--- src/rtl/fifo_umbral_param.sv ---
// Parametrised synchronous FIFO with programmable almost-full/almost-empty thresholds,
// one instance per virtual channel between the packet source and the channel arbiter.
//
//   state  | meaning
//   RESET  | defaults loaded, no traffic accepted
//   INIT   | flush every cycle, sample and validate thresholds
//   ACTIVE | push/pop serviced against the occupancy count
module fifo_umbral_param #(
  parameter int DATA_W = 10,
  parameter int DEPTH  = 8,
  parameter int ADDR_W = $clog2(DEPTH),
  parameter int CNT_W  = ADDR_W + 1
) (
  input  logic              clk,
  input  logic              reset,
  input  logic              init,
  input  logic              push,
  input  logic              pop,
  input  logic [DATA_W-1:0] data_in,
  input  logic [CNT_W-1:0]  umbral_superior,
  input  logic [CNT_W-1:0]  umbral_inferior,
  output logic [DATA_W-1:0] data_out,
  output logic              valid_out,
  output logic [CNT_W-1:0]  count,
  output logic              full,
  output logic              empty,
  output logic              almost_full,
  output logic              almost_empty,
  output logic              overflow,
  output logic              underflow,
  output logic              cfg_error,
  output logic [1:0]        state_out
);

  typedef enum logic [1:0] {
    ST_RESET  = 2'd0,
    ST_INIT   = 2'd1,
    ST_ACTIVE = 2'd2
  } state_t;

  localparam logic [CNT_W-1:0] DEPTH_C = CNT_W'(DEPTH);
  localparam logic [CNT_W-1:0] SUP_RST = CNT_W'(DEPTH - 2);
  localparam logic [CNT_W-1:0] INF_RST = CNT_W'(1);

  state_t              state_q, state_d;
  logic [ADDR_W-1:0]   wr_ptr_q, wr_ptr_d;
  logic [ADDR_W-1:0]   rd_ptr_q, rd_ptr_d;
  logic [CNT_W-1:0]    count_q, count_d;
  logic [CNT_W-1:0]    sup_q, sup_d;
  logic [CNT_W-1:0]    inf_q, inf_d;
  logic [DATA_W-1:0]   data_out_q, data_out_d;
  logic                valid_q, valid_d;
  logic                ovf_q, ovf_d;
  logic                unf_q, unf_d;
  logic                cfg_err_q, cfg_err_d;
  logic [DATA_W-1:0]   mem_q [DEPTH];

  logic ops_en;
  logic cfg_ok;
  logic pop_ok;
  logic push_ok;

  always_comb begin : next_state
    state_d = state_q;
    case (state_q)
      ST_RESET:  state_d = init ? ST_INIT : ST_ACTIVE;
      ST_INIT:   state_d = init ? ST_INIT : ST_ACTIVE;
      ST_ACTIVE: state_d = init ? ST_INIT : ST_ACTIVE;
      default:   state_d = ST_RESET;
    endcase
  end

  // Traffic is serviced on any non-init edge once out of RESET, so the edge on
  // which init falls already honours push/pop.
  assign ops_en  = !init && (state_q != ST_RESET);
  assign cfg_ok  = (umbral_inferior != '0) &&
                   (umbral_inferior < umbral_superior) &&
                   (umbral_superior <= DEPTH_C);
  assign pop_ok  = ops_en && pop && (count_q != '0);
  assign push_ok = ops_en && push && ((count_q != DEPTH_C) || pop_ok);

  always_comb begin : datapath
    wr_ptr_d   = wr_ptr_q;
    rd_ptr_d   = rd_ptr_q;
    count_d    = count_q;
    sup_d      = sup_q;
    inf_d      = inf_q;
    data_out_d = data_out_q;
    valid_d    = 1'b0;
    ovf_d      = ovf_q;
    unf_d      = unf_q;
    cfg_err_d  = cfg_err_q;

    if (init) begin
      wr_ptr_d = '0;
      rd_ptr_d = '0;
      count_d  = '0;
      ovf_d    = 1'b0;
      unf_d    = 1'b0;
      if (cfg_ok) begin
        sup_d     = umbral_superior;
        inf_d     = umbral_inferior;
        cfg_err_d = 1'b0;
      end else begin
        cfg_err_d = 1'b1;
      end
    end else if (ops_en) begin
      if (push_ok) begin
        wr_ptr_d = wr_ptr_q + ADDR_W'(1);
      end
      if (pop_ok) begin
        rd_ptr_d   = rd_ptr_q + ADDR_W'(1);
        data_out_d = mem_q[rd_ptr_q];
        valid_d    = 1'b1;
      end
      if (push && !push_ok) begin
        ovf_d = 1'b1;
      end
      if (pop && (count_q == '0)) begin
        unf_d = 1'b1;
      end
      case ({push_ok, pop_ok})
        2'b10:   count_d = count_q + CNT_W'(1);
        2'b01:   count_d = count_q - CNT_W'(1);
        default: count_d = count_q;
      endcase
    end
  end

  always_ff @(posedge clk) begin
    if (reset) begin
      state_q    <= ST_RESET;
      wr_ptr_q   <= '0;
      rd_ptr_q   <= '0;
      count_q    <= '0;
      sup_q      <= SUP_RST;
      inf_q      <= INF_RST;
      data_out_q <= '0;
      valid_q    <= 1'b0;
      ovf_q      <= 1'b0;
      unf_q      <= 1'b0;
      cfg_err_q  <= 1'b0;
    end else begin
      state_q    <= state_d;
      wr_ptr_q   <= wr_ptr_d;
      rd_ptr_q   <= rd_ptr_d;
      count_q    <= count_d;
      sup_q      <= sup_d;
      inf_q      <= inf_d;
      data_out_q <= data_out_d;
      valid_q    <= valid_d;
      ovf_q      <= ovf_d;
      unf_q      <= unf_d;
      cfg_err_q  <= cfg_err_d;
    end
  end

  // Storage is not reset; occupancy is tracked solely by count_q.
  always_ff @(posedge clk) begin
    if (!reset && push_ok) begin
      mem_q[wr_ptr_q] <= data_in;
    end
  end

  assign data_out     = data_out_q;
  assign valid_out    = valid_q;
  assign count        = count_q;
  assign full         = (count_q == DEPTH_C);
  assign empty        = (count_q == '0);
  assign almost_full  = (count_q >= sup_q);
  assign almost_empty = (count_q != '0) && (count_q <= inf_q);
  assign overflow     = ovf_q;
  assign underflow    = unf_q;
  assign cfg_error    = cfg_err_q;
  assign state_out    = state_q;

endmodule

--- config.mk ---
export PLATFORM = sky130hd
export DESIGN_NAME = fifo_umbral_param
export DESIGN_NICKNAME = d
export VERILOG_FILES = /design/src/rtl/fifo_umbral_param.sv
export SDC_FILE = /design/constraint.sdc
export NUM_CORES = 1
export LEC_CHECK = 0
export CORE_MARGIN = 2
export CORE_UTILIZATION = 51
export CTS_BUF_LIST = sky130_fd_sc_hd__clkbuf_16
export DETAILED_ROUTE_END_ITERATION = 16
export PLACE_DENSITY = 0.81
export SYNTH_ARGS = -nofsm -noshare
export SYNTH_HDL_FRONTEND = slang
export SYNTH_SLANG_ARGS = --single-unit
--- constraint.sdc ---
create_clock -name clk -period 2.4 [get_ports clk]
set_input_delay 0.48 -clock clk [delete_from_list [all_inputs] [get_ports clk]]
set_output_delay 0.48 -clock clk [all_outputs]
set_load 0.05 [all_outputs]
Figure 1. Routing congestion (run 1).
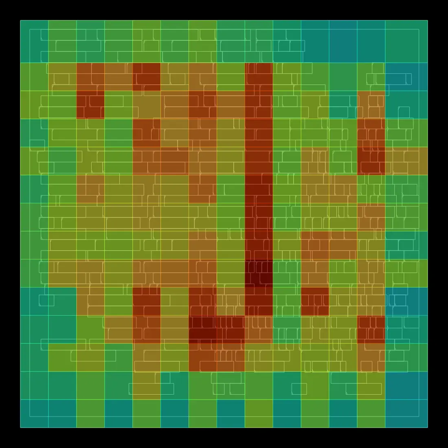
gr busiest metal: met2
M2 GR Usage: 35.05%
All-Layer GR Usage: 21.19%
met3 track demand over resource: 5.432%
final core utilization: 66.70%

Figure 2. Placement by cell class (run 1).
Bar = 20 microns.
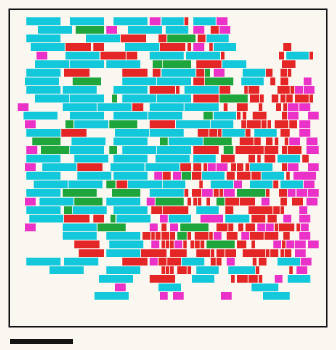
[sequential cells] cyan | cells: 114 | share of their area: 52%
[combinational and other logic] red | cells: 184 | share of their area: 27%
[clock drivers and dummy loads] green | cells: 32 | share of their area: 9.4%
[remaining buffers and delay cells] magenta | cells: 72 | share of their area: 11%
row count: 35
Final Cell Area: 6076 sq um

Figure 3. Wiring heat map (run 1).
Bar = 20 microns. The die is cut into 20 by 20 equal tiles; dark purple is low, yellow is high, scaled to the fullest tile. Values are wire area over tile area, all layers added.
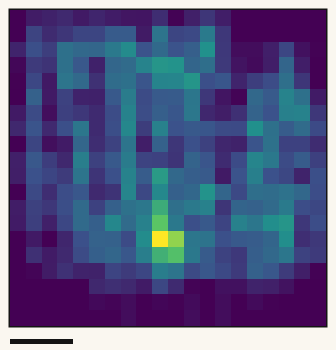
nearly empty tiles: 18%
emptiest ninth of the die: south-west
tiles over half the peak: 3.0%
WL final: 9.768 mm
drt wl/cell: 19.04 microns
vias after detailed routing: 2908

==> CHANGELOG.md, run 1 <==
### Changed

* Status: finished, final reports clean
* Required time at the worst-slack endpoint at 1.92 ns
* Reg2reg setup slack at 0.14 ns
* Critical path buffers and inverters at 2
* Tool warning count at 29
* Hold Path Class: register to register
* Reg2reg end: count[3]
* Max-area cell share at 50.98%
* CTS max path bufs at 2
* Hold buffer count at CTS at 0
* Fin crit share at 97.89%
* Syn_nets at 351
* Chip Area at 10020 sq um
* CTS H-tree lvls at 4
* Top Ports at 47
* Core utilization at floorplan at 51.73%
* Final Net Count at 428
* Clk slew on worst S/H paths at 0.06 ns
* Register area share after synthesis at 65.43%
* Family with the most delay on the worst path: AND-OR/OR-AND gates
* CORE AREA at 9109 sq um
* Hold Path End: underflow
* Top cells by area: edfxtp_1 (51%), dfxtp_1 (14%), mux4_2 (9.6%)
* Hold Path Origin: underflow
* Vias per inst at 5.669
* CTS Buf Count at 17
* VDD IR max at 0.5705 mV
* Vias in the first global route at 2988
* Final slew viol count at 0
* CP Cell Sequence: inv_2, ha_4, nor2b_4, o21a_1, o21ai_1, nand2b_1, a21oi_2, buf_12
* Worst hold slack at 0.4762 ns
* Final setup viols at 0
* Pre-antenna DRT Iters at 4
* Worst Setup End Kind: output pin
* Worst-Margin Slew at 0.7653 ns
* PwrDens at 768.7 nW/um^2
* DRC at 0
* Average size of a mapped cell at 15.10 sq um
* RSZ-0062 raised after global routing: true
* Worst endpoint data arrival time at 1.87 ns
* Die Height at 100.1 microns
* P_leak at 2.096 nW
* First-pass GRT wire length at 15.71 mm
* Flip-flops with a built-in enable at 80
* Die X at 100.1 microns
* Largest area contributor in the netlist: edfxtp_1
* ANT cells at 0
* Reg2reg path depth at 10
* Post-Syn Area at 4712 sq um
* Hold path depth at 2
* Post-synthesis instance total at 312
* Hold Violations, Final at 0
* Ys async rst share at 0%
* RD Place Congestion at 0.8819
* Max stage delay on crit path at 0.34 ns
* Syn-to-layout area delta at 28.94%
* Clock sinks at 114
* Port Buf Inserts at 46
* Commonest flop: edfxtp_1
* Ys flops at 114
* F_max at 425.7 MHz
* Setup Skew at 0.01028 ns
* MaxCap Viol Count at 0
* Placed inst area at 5469 sq um
* Setup TNS at 0 ns
* Critical R2R Launch: count[0]
* Starting DRT DRC Count at 235
* Yosys stat chip area at 4712 sq um
* Synth Warn # at 0
* Count of cell types in the netlist at 38
* Routed Antenna Nets at 0
* GR Overflow Total at 0
* Fill count at 625
* Initial antenna violation count at 0
* Worst-skew pair later-pin latency at 0.41 ns
* Post-DP HPWL at 5.976 mm
* CTS tree: built
* Rel. slew slack at 48.91%
* Slowest cell on the critical path: dfxtp_2
* Yosys stat cell total at 312
* Post-layout min period at 2.349 ns
* Layout cells sized above 1 at 26.37%
* Kind of critical path: register to output pin
* Largest net degree at the start of global routing at 24
* Crit path max fanout at 2
* Startpoint types: register
* CTS root buf: clkbuf_16
[run 1: cell type report]
class / count / area, sq um / share of cell area, %
inverters: 16 / 60.06 / 0.9885
multi-input cells: 168 / 1545 / 25.43
clock buffers: 17 / 425.4 / 7.002
flip-flops and latches: 114 / 3097 / 50.97
clock inverters: 15 / 135.1 / 2.224
repair buffers: 72 / 674.4 / 11.10
well taps: 111 / 138.9 / 2.286
[run 1: placed cells by master, fill, tap and decap left out, types with 14 or more instances in the layout]
master	synthesis	layout
a211oi_1	14	14
buf_4	0	27
clkbuf_16	0	17
clkdlybuf4s50_1	0	42
dfxtp_1	34	29
edfxtp_1	80	80
ha_1	15	14
inv_1	16	14
mux2i_1	15	15
mux4_2	20	20
nor2_1	34	34
[run 1: worst max-delay path by stage]
stage / startpoint / end / slack [ns] / cells past startpoint
final: inf_q[1] / almost_empty / 0.05 / 8
after global routing: inf_q[1] / almost_empty / -0.06 / 8
after CTS: inf_q[1] / almost_empty / -0.008 / 8
after detailed placement: init / count[3] / -0.22 / 10
after global placement: init / count[3] / -0.13 / 10
after floorplan: count[2] / count[3] / -0.31 / 9
[run 1: per-stage QoR]
step	setup slack [ns]	total power (W)	instances
after floorplan	-0.3083	0.002281	312
after global placement	-0.1292	0.002380	479
after detailed placement	-0.2220	0.002389	479
after CTS	-0.007905	0.004704	513
after global routing	-0.06098	0.004831	513
final	0.05066	0.004671	513
[run 1: what timing repair did]
item	CTS	global route
setup endpoints to repair	2	2
pin swaps	1	4
hold endpoints to repair	0	0
setup buffers	2	0
gates resized	5	6
[run 1: worst reg2reg max path, stage by stage, from the launching register on]
cell and delay, ns:
dfxtp_4 0.34, buf_4 0.16, nor4_4 0.28, nand3b_1 0.17, nor2_1 0.07, ha_1 0.27, a21o_2 0.20, a21oi_1 0.21
nor3b_2 0.24, o21a_1 0.18, nor3_2 0.04
[run 1: power breakdown]
group | switching, W | internal, W
Sequential | 0.00000984 | 0.00212
Clock | 0.000887 | 0.00143
Combinational | 0.000126 | 0.000103
[run 1: synth_stat cells, drive strengths merged, types with 8 or more instances]
| library cell | instances |
|---|---|
| nand2 | 8 |
| dfxtp | 34 |
| nor2 | 34 |
| a21oi | 9 |
| edfxtp | 80 |
| a211oi | 14 |
| inv | 16 |
| nor3 | 10 |
| mux4 | 20 |
| ha | 15 |
| mux2i | 15 |
[run 1: metal layers]
metal | track usage [%] | routed length (microns) | vias up
met3 | 5.432 | 470 | 15
met5 | 0 | 0 | -
met2 | 35.05 | 5012 | 98
met4 | 9.378 | 167 | 0
met1 | 26.50 | 4117 | 1453
li1 | - | - | 1342
[run 1: sequential cells by signal (all words and copies together) (netlist names), 2 cells and up]
register   cells
count          4
data_out      10
inf_q          4
mem_q         80
rd_ptr_q       3
state_out      2
sup_q          4
wr_ptr_q       3
[run 1: cells by family after synthesis]
family | share of synthesized area, %
xor+xnor | 0.9295
buf+inv | 2.841
simple gates | 8.072
flops | 65.43
compound gates | 5.576
mux | 12.75
fa+ha+maj | 4.408
Figure 4. Nets reached from selected ports (run 1).
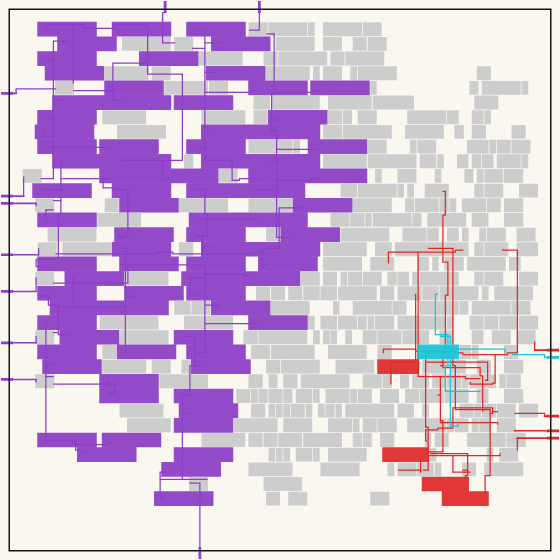

==> run 2: changes to the inputs <==
--- a/config.mk
+++ b/config.mk
@@ -9,7 +9,10 @@
 export CORE_UTILIZATION = 51
 export CTS_BUF_LIST = sky130_fd_sc_hd__clkbuf_16
 export DETAILED_ROUTE_END_ITERATION = 16
+export GPL_ROUTABILITY_DRIVEN = 1
+export MAX_ROUTING_LAYER = met4
 export PLACE_DENSITY = 0.81
 export SYNTH_ARGS = -nofsm -noshare
 export SYNTH_HDL_FRONTEND = slang
 export SYNTH_SLANG_ARGS = --single-unit
+export TNS_END_PERCENT = 10
Figure 5. Nets reached from selected ports (run 2).
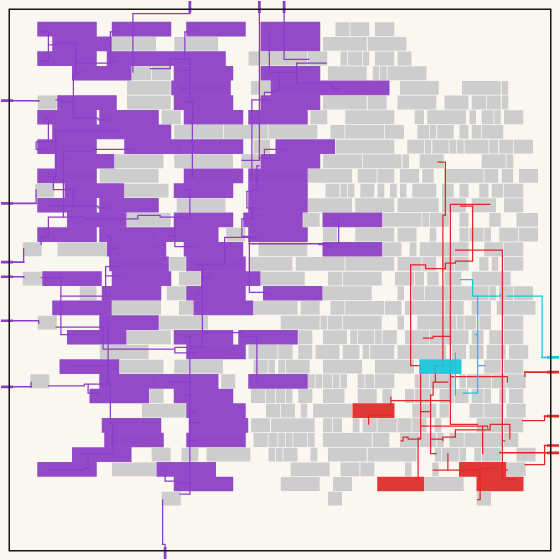
[empty] cyan | bits: 1 | direction: output | end cells: 1 | buffers: 2 | wire: 60.6 microns
[count] red | bits: 4 | direction: output | end cells: 4 | buffers: 5 | wire: 368 microns
[data_in] purple | bits: 10 | direction: input | end cells: 80 | buffers: 10 | wire: 718 microns

==> run 2 against run 1 <==
  * Fmax increased by 2.9%
  * Critical path depth decreased by 1
  * Register-to-register slack improved by 0.03 ns
  * Combinational power about the same
  * Worst hold slack improved by 0.0058 ns
  * Setup slack improved by 0.066 ns
  * Die area unchanged
  * Cell count increased by 0.39%
  * Clock skew about the same
  * Global-route usage increased by 0.56 points
  * Clock power increased by 17%
  * Clock-buffer cell count unchanged
  * Critical endpoint unchanged
  * Largest power group unchanged
==> CHANGELOG.md, run 2 <==
### Changed

* Pwr Total at 0.005065 W (was 0.004671 W)
* Placed inst area at 5484 sq um (was 5469 sq um)
* Clock sinks at 114 (unchanged)
* Largest register FFs at 80 (unchanged)
* Average size of a mapped cell at 15.10 sq um (unchanged)
* Yosys stat cell total at 312 (unchanged)
* CP Cell Sequence: ha_4, nor2b_1, o21a_1, o21ai_1, nand2b_1, a21oi_2, buf_12 (was inv_2, ha_4, nor2b_4, o21a_1, o21ai_1, nand2b_1, a21oi_2, buf_12)
* Crit path max fanout at 2 (unchanged)
* Ys flops at 114 (unchanged)
* Commonest flop: edfxtp_1 (unchanged)
* CTS tree: built (unchanged)
* First-pass GRT wire length at 15.55 mm (was 15.71 mm)
* Die Height at 100.1 microns (unchanged)
* ANT cells at 0 (unchanged)
* Synth Warn # at 0 (unchanged)
* PwrDens at 820.6 nW/um^2 (was 768.7 nW/um^2)
* Post-layout min period at 2.283 ns (was 2.349 ns)
* Worst Setup End Kind: output pin (unchanged)
* Startpoint types: register (unchanged)
* CORE AREA at 9109 sq um (unchanged)
* Final Net Count at 430 (was 428)
* Syn-to-layout area delta at 30.99% (was 28.94%)
* GR Overflow Total at 0 (unchanged)
* Syn_nets at 351 (unchanged)
* Worst-Margin Slew at 0.7656 ns (was 0.7653 ns)
* Pre-antenna DRT Iters at 4 (unchanged)
* Hold buffer count at CTS at 0 (unchanged)
* Row count at 35 (unchanged)
* Register area share after synthesis at 65.43% (unchanged)
* Flip-flops with a built-in enable at 80 (unchanged)
* Kind of critical path: register to output pin (unchanged)
* P_leak at 2.150 nW (was 2.096 nW)
* Chip Area at 10020 sq um (unchanged)
* Post-DP HPWL at 5.969 mm (was 5.976 mm)
* CTS root buf: clkbuf_16 (unchanged)
* Ys async rst share at 0% (unchanged)
* CTS Buf Count at 17 (unchanged)
* Status: finished, final reports clean (unchanged)
* Top cells by area: edfxtp_1 (51%), dfxtp_1 (14%), mux4_2 (9.6%) (unchanged)
* Post-synth top cells: edfxtp_1 (80), dfxtp_1 (34), nor2_1 (34) (unchanged)
* Routed Antenna Nets at 0 (unchanged)
* Rel. slew slack at 48.89% (was 48.91%)
* Vias in the first global route at 2947 (was 2988)
* Count of cell types in the netlist at 38 (unchanged)
* Hold Violations, Final at 0 (unchanged)
* Slowest cell on the critical path: dfxtp_4 (was dfxtp_2)
* Worst endpoint data arrival time at 1.80 ns (was 1.87 ns)
* Setup Skew at 0.01022 ns (was 0.01028 ns)
* Required time at the worst-slack endpoint at 1.92 ns (about the same)
* Fill count at 604 (was 625)
* Starting DRT DRC Count at 210 (was 235)
* DRC at 0 (unchanged)
* WL final at 9.696 mm (was 9.768 mm)
* Final non-filler cell total at 515 (was 513)
* F_max at 438.0 MHz (was 425.7 MHz)
* Tool warning count at 27 (was 29)
* VDD IR max at 0.6813 mV (was 0.5705 mV)
* Vias after detailed routing at 2847 (was 2908)
* CTS H-tree lvls at 4 (unchanged)
* Post-synthesis instance total at 312 (unchanged)
* Most instantiated logic cell after routing: edfxtp_1 (unchanged)
* Clk slew on worst S/H paths at 0.06 ns (about the same)
* Core utilization at floorplan at 51.73% (unchanged)
* CTS max path bufs at 2 (unchanged)
* Vias per inst at 5.528 (was 5.669)
* Initial antenna violation count at 0 (unchanged)
* Setup TNS at 0 ns (unchanged)
* MaxCap Viol Count at 0 (unchanged)
* Max stage delay on crit path at 0.36 ns (was 0.34 ns)
* Post-Syn Area at 4712 sq um (unchanged)
* Layout cells sized above 1 at 26.49% (was 26.37%)
* Hold Path Class: register to register (unchanged)
* RD Place Congestion at 0.8853 (was 0.8819)
* Final slew viol count at 0 (unchanged)
* Largest net degree at the start of global routing at 24 (unchanged)
* Placed insts at 481 (was 479)
* Final setup viols at 0 (unchanged)
* Drt wl/cell at 18.83 microns (was 19.04 microns)
* Yosys stat chip area at 4712 sq um (unchanged)
* Fin crit share at 95.14% (was 97.89%)
* Top Ports at 47 (unchanged)
* All-Layer GR Usage at 21.75% (was 21.19%)
* Fin worst setup slack at 0.1167 ns (was 0.05066 ns)
* Max-area cell share at 50.98% (unchanged)
* Largest area contributor in the netlist: edfxtp_1 (unchanged)
* Top Layout Cells: edfxtp_1 (80), clkdlybuf4s50_1 (42), nor2_1 (34) (unchanged)
* Port Buf Inserts at 46 (unchanged)
* Largest Register: mem_q (unchanged)
* Final Cell Area at 6172 sq um (was 6076 sq um)
* Worst slack at placement at -0.2150 ns (was -0.2220 ns)
* Die X at 100.1 microns (unchanged)
* Worst-skew pair later-pin latency at 0.41 ns (about the same)
run 2: cell counts after synthesis:
Identical to the previous run, type by type.
run 2: report_power, final:
part | internal (W) | leakage (nW) | switching [W]
clock network | 0.00177 | 0.314 | 0.000936
registers | 0.00212 | 0.999 | 0.0000108
logic | 0.000104 | 0.837 | 0.000124
total | 0.00399 | 2.15 | 0.00107
run 2: per-layer routing:
metal	up-vias	global-route usage, %	routed length (microns)
li1	1346	-	-
met4	0	9.484	59
met2	96	35.11	5029
met5	-	-	0
met1	1397	26.29	3988
met3	8	5.223	619
run 2: cell families (layout without fill, tap and decap cells):
logic type | Yosys count | in the layout | synth area share, %
multiplexers | 35 | 35 | 12.75
flip-flops | 114 | 114 | 65.43
buffers and inverters | 30 | 122 | 2.841
XOR/XNOR | 5 | 5 | 0.9295
adder cells (fa/ha/maj) | 16 | 16 | 4.408
AND/OR/NAND/NOR | 74 | 74 | 8.072
AND-OR/OR-AND | 38 | 38 | 5.576
run 2: cell type report:
cell class                 instances  area (sq um)  area share, %
sequential                       114          3097          50.17
multi-input combinational        168          1541          24.97
timing repair buffer              74         689.4          11.17
clock buffer                      17         425.4          6.892
clock inverter                    15         220.2          3.568
tap                              111         138.9          2.250
inverter                          16         60.06         0.9730
run 2: repair_timing:
action,4_1_cts,5_1_grt
hold endpoints to repair,0,0
gates resized,5,4
buffers inserted,1,1
pin swaps,1,3
setup endpoints to repair,2,2
run 2: final timing paths:
path / startpoint / to / slack [ns] / depth (start not counted)
worst max-delay path: count[1] / almost_empty / 0.12 / 7
worst min-delay path: sup_q[0] / sup_q[0] / 0.48 / 2
worst max register to register: count[0] / count[3] / 0.17 / 10
worst min register to register: sup_q[0] / sup_q[0] / 0.48 / 2
run 2: per-stage QoR:
stage / hold slack [ns] / util (%)
after floorplan: 0.4402 / -
after CTS: 0.4895 / 67.45
after detailed placement: 0.4793 / 60.21
after global routing: 0.5121 / 67.76
final: 0.4820 / 67.76
after global placement: 0.4521 / 60.21
run 2: critical path, delay by kind of cell, from the launching register on:
kind	cells	cell delay (ns)
flip-flops	1	0.36
AND/OR/NAND/NOR	2	0.19
buffers and inverters	1	0.16
adder cells (fa/ha/maj)	1	0.23
AND-OR/OR-AND	3	0.45
Figure 6. Drive-strength map (run 2).
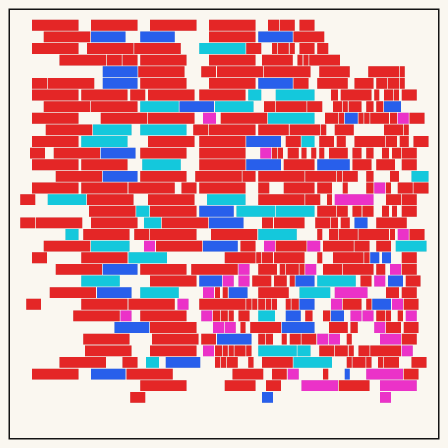

==> run 3: changes to the inputs <==
--- a/config.mk
+++ b/config.mk
@@ -6,12 +6,12 @@
 export NUM_CORES = 1
 export LEC_CHECK = 0
 export CORE_MARGIN = 2
-export CORE_UTILIZATION = 51
+export CORE_UTILIZATION = 55
 export CTS_BUF_LIST = sky130_fd_sc_hd__clkbuf_16
 export DETAILED_ROUTE_END_ITERATION = 16
 export GPL_ROUTABILITY_DRIVEN = 1
 export MAX_ROUTING_LAYER = met4
-export PLACE_DENSITY = 0.81
+export PLACE_DENSITY = 0.83
 export SYNTH_ARGS = -nofsm -noshare
 export SYNTH_HDL_FRONTEND = slang
 export SYNTH_SLANG_ARGS = --single-unit
==> constraint.sdc (replaced) <==
create_clock -name clk -period 2.3 [get_ports clk]
set_input_delay 0.46 -clock clk [delete_from_list [all_inputs] [get_ports clk]]
set_output_delay 0.46 -clock clk [all_outputs]
set_load 0.05 [all_outputs]
Figure 7. Drive-strength map (run 3).
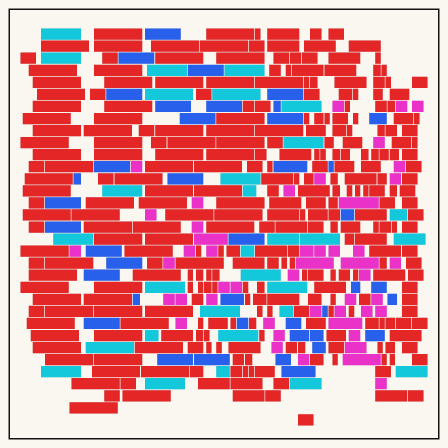
[_6 and larger] cyan | cells: 30 | share: 7.2% | most used: clkbuf_16
[_2 cells] blue | cells: 40 | share: 9.7% | most used: mux4_2
[_3 and _4 cells] magenta | cells: 48 | share: 12% | most used: buf_4
[_0 and _1 cells] red | cells: 296 | share: 71% | most used: edfxtp_1

==> run 3 against run 2 <==
  * Sequential share of layout area decreased by 0.49 points
  * Worst hold slack got worse by 0.0040 ns
  * Combinational power increased by 8.8%
  * First-iteration DRC count increased by 14%
  * Routed wire length increased by 4.0%
  * Area after synthesis unchanged
  * Core utilization increased by 7.7 points
  * Sequential power increased by 4%
  * Cell count increased by 0.78%
  * Clock skew increased by 0.015 ns
  * Critical path type unchanged
==> CHANGELOG.md, run 3 <==
### Changed

* Core utilization at floorplan at 57.06% (was 51.73%)
* Reg2reg path depth at 10 (unchanged)
* Hold Path End: underflow (was sup_q[0])
* Post-Syn Area at 4712 sq um (unchanged)
* Die X at 96.56 microns (was 100.1 microns)
* Rel. slew slack at 46.00% (was 48.89%)
* Syn-to-layout area delta at 32.29% (was 30.99%)
* ANT cells at 0 (unchanged)
* Crit path max fanout at 2 (unchanged)
* CP Cell Sequence: inv_2, ha_4, nor2b_1, o21a_1, o21ai_1, nand2b_1, a21oi_2, buf_12 (was ha_4, nor2b_1, o21a_1, o21ai_1, nand2b_1, a21oi_2, buf_12)
* Largest register FFs at 80 (unchanged)
* Tool warning count at 28 (was 27)
* Worst endpoint data arrival time at 1.81 ns (was 1.80 ns)
* Synth Warn # at 0 (unchanged)
* Largest area contributor in the netlist: edfxtp_1 (unchanged)
* Largest net degree at the start of global routing at 24 (unchanged)
* Slowest cell on the critical path: dfxtp_2 (was dfxtp_4)
* Yosys stat chip area at 4712 sq um (unchanged)
* Setup Skew at 0.02529 ns (was 0.01022 ns)
* Critical R2R Launch: count[0] (unchanged)
* Most instantiated logic cell after routing: edfxtp_1 (unchanged)
* Post-layout min period at 2.266 ns
* Hold Violations, Final at 0 (unchanged)
* Status: finished, final reports clean (unchanged)
* Worst-Margin Slew at 0.8089 ns (was 0.7656 ns)
* CTS H-tree lvls at 4 (unchanged)
* Pre-antenna DRT Iters at 4 (unchanged)
* CTS root buf: clkbuf_16 (unchanged)
* Commonest flop: edfxtp_1 (unchanged)
* Worst hold slack at 0.4779 ns (was 0.4820 ns)
* CTS Buf Count at 17 (unchanged)
* Register area share after synthesis at 65.43% (unchanged)
* Vias in the first global route at 2884 (was 2947)
* Drt wl/cell at 19.42 microns (was 18.83 microns)
* Die Height at 96.56 microns (was 100.1 microns)
* Hold path depth at 2 (unchanged)
* Clk slew on worst S/H paths at 0.06 ns (about the same)
* Placed inst area at 5589 sq um (was 5484 sq um)
* Average size of a mapped cell at 15.10 sq um (unchanged)
* Starting DRT DRC Count at 240 (was 210)
* Startpoint types: register (unchanged)
* Ys async rst share at 0% (unchanged)
* Kind of critical path: register to output pin (unchanged)
* Port Buf Inserts at 46 (unchanged)
* CORE AREA at 8258 sq um (was 9109 sq um)
* Reg2reg end: count[3] (unchanged)
* MaxCap Viol Count at 0 (unchanged)
* Vias after detailed routing at 2932 (was 2847)
* WL final at 10.08 mm (was 9.696 mm)
* Row count at 33 (was 35)
* First-pass GRT wire length at 15.50 mm (was 15.55 mm)
* Max stage delay on crit path at 0.33 ns (was 0.36 ns)
* Chip Area at 9324 sq um (was 10020 sq um)
* Post-DP HPWL at 6.086 mm (was 5.969 mm)
* Final non-filler cell total at 519 (was 515)
* Final Net Count at 440 (was 430)
* CTS tree: built (unchanged)
* Final Cell Area at 6233 sq um (was 6172 sq um)
* Top Layout Cells: edfxtp_1 (80), clkdlybuf4s50_1 (42), buf_4 (37) (was edfxtp_1 (80), clkdlybuf4s50_1 (42), nor2_1 (34))
* F_max at 441.4 MHz
* Largest Register: mem_q (unchanged)
* CTS max path bufs at 2 (unchanged)
* Post-synthesis instance total at 312 (unchanged)
* Final setup viols at 0 (unchanged)
* RD Place Congestion at 0.8078 (was 0.8853)
* Flip-flops with a built-in enable at 80 (unchanged)
* Top Ports at 47 (unchanged)
* Syn_nets at 351 (unchanged)
* Yosys stat cell total at 312 (unchanged)
* P_leak at 2.183 nW (was 2.150 nW)
* Worst Setup End Kind: output pin (unchanged)
* Placed insts at 485 (was 481)
* PwrDens at 820.8 nW/um^2 (was 820.6 nW/um^2)
* Ys flops at 114 (unchanged)
* All-Layer GR Usage at 24.70% (was 21.75%)
* Max-area cell share at 50.98% (unchanged)
* Initial antenna violation count at 0 (unchanged)
* VDD IR max at 0.6094 mV (was 0.6813 mV)
* Top-count cell post-synth: edfxtp_1 (unchanged)
* Worst-skew pair later-pin latency at 0.42 ns (was 0.41 ns)
* Routed Antenna Nets at 0 (unchanged)
* RSZ-0062 raised after global routing: true
* Vias per inst at 5.649 (was 5.528)
* Required time at the worst-slack endpoint at 1.84 ns (was 1.92 ns)
* Reg2reg setup slack at 0.17 ns (about the same)
* DRC at 0 (unchanged)
* Hold Path Origin: underflow (was sup_q[0])
* Post-synth top cells: edfxtp_1 (80), dfxtp_1 (34), nor2_1 (34) (unchanged)
* Layout cells sized above 1 at 28.50% (was 26.49%)
* Fin crit share at 98.51%
* Hold Path Class: register to register (unchanged)
* Count of cell types in the netlist at 38 (unchanged)
* Final slew viol count at 0 (unchanged)
* GR Overflow Total at 0 (unchanged)
* Clock sinks at 114 (unchanged)
* Top cells by area: edfxtp_1 (51%), dfxtp_1 (14%), mux4_2 (9.6%) (unchanged)
[run 3: cell counts after synthesis]
No cell type changed its count.
[run 3: layer usage]
metal  up-vias  track usage [%]  routed length (microns)
li1       1369                -                        -
met1      1451            30.57                     4120
met2       102            39.06                     5157
met3        10            7.370                      653
met4         0            8.920                      148
met5         -                -                        0
[run 3: stage by stage]
| stage | util, % | TNS, ns | worst slack (ns) | total power [W] |
|---|---|---|---|---|
| after floorplan | - | -0.9317 | -0.3727 | 0.002381 |
| after CTS | 75.44 | 0 | 0.002387 | 0.005150 |
| after detailed placement | 67.68 | -0.3383 | -0.2031 | 0.002504 |
| after global placement | 67.68 | -0.2297 | -0.1755 | 0.002497 |
| after global routing | 75.48 | -0.1314 | -0.06900 | 0.005279 |
| final | 75.48 | 0 | 0.03434 | 0.005116 |
[run 3: critical path: cells and delay by family (launching register included)]
| kind | cells | cell delay (ns) |
|---|---|---|
| flip-flops | 1 | 0.33 |
| AND/OR/NAND/NOR | 2 | 0.20 |
| adder cells (fa/ha/maj) | 1 | 0.20 |
| buffers and inverters | 2 | 0.20 |
| AND-OR/OR-AND | 3 | 0.46 |
[run 3: area by class of cell]
type / instances / area (sq um)
Multi-Input combinational cell: 168 / 1550
Sequential cell: 114 / 3097
Inverter: 16 / 60.06
Clock buffer: 17 / 425.4
Fill cell: 500 / 2024
Tap cell: 105 / 131.4
Timing Repair Buffer: 84 / 789.5
Clock inverter: 15 / 180.2
[run 3: how the worst max path moves through the flow]
stage	startpoint	end	slack [ns]	cells after the start
floorplan	count[2]	count[3]	-0.37	9
global placement	init	count[3]	-0.18	10
detailed placement	init	count[3]	-0.20	10
CTS	count[1]	almost_empty	0.002	7
global route	inf_q[1]	almost_empty	-0.07	8
finish	inf_q[1]	almost_empty	0.03	8
[run 3: kinds of logic after synthesis]
logic type / after synthesis / share of synthesized area, %
compound gates: 38 / 5.576
simple gates: 74 / 8.072
mux: 35 / 12.75
xor+xnor: 5 / 0.9295
buf+inv: 30 / 2.841
fa+ha+maj: 16 / 4.408
flops: 114 / 65.43
[run 3: repair_timing]
item                       CTS  global route
pin swaps                    2             2
gates resized                8             1
hold endpoints to repair     0             0
buffers inserted             2             0
hold buffers                 0             0
setup endpoints to repair    2             2
[run 3: power by group]
part           switching (W)  leakage, nW  internal, W
Sequential         0.0000107        0.999      0.00221
Clock               0.000936        0.291      0.00171
Combinational       0.000133        0.893     0.000115
Power figures rest on the tool's default switching activity, not on a simulated workload.
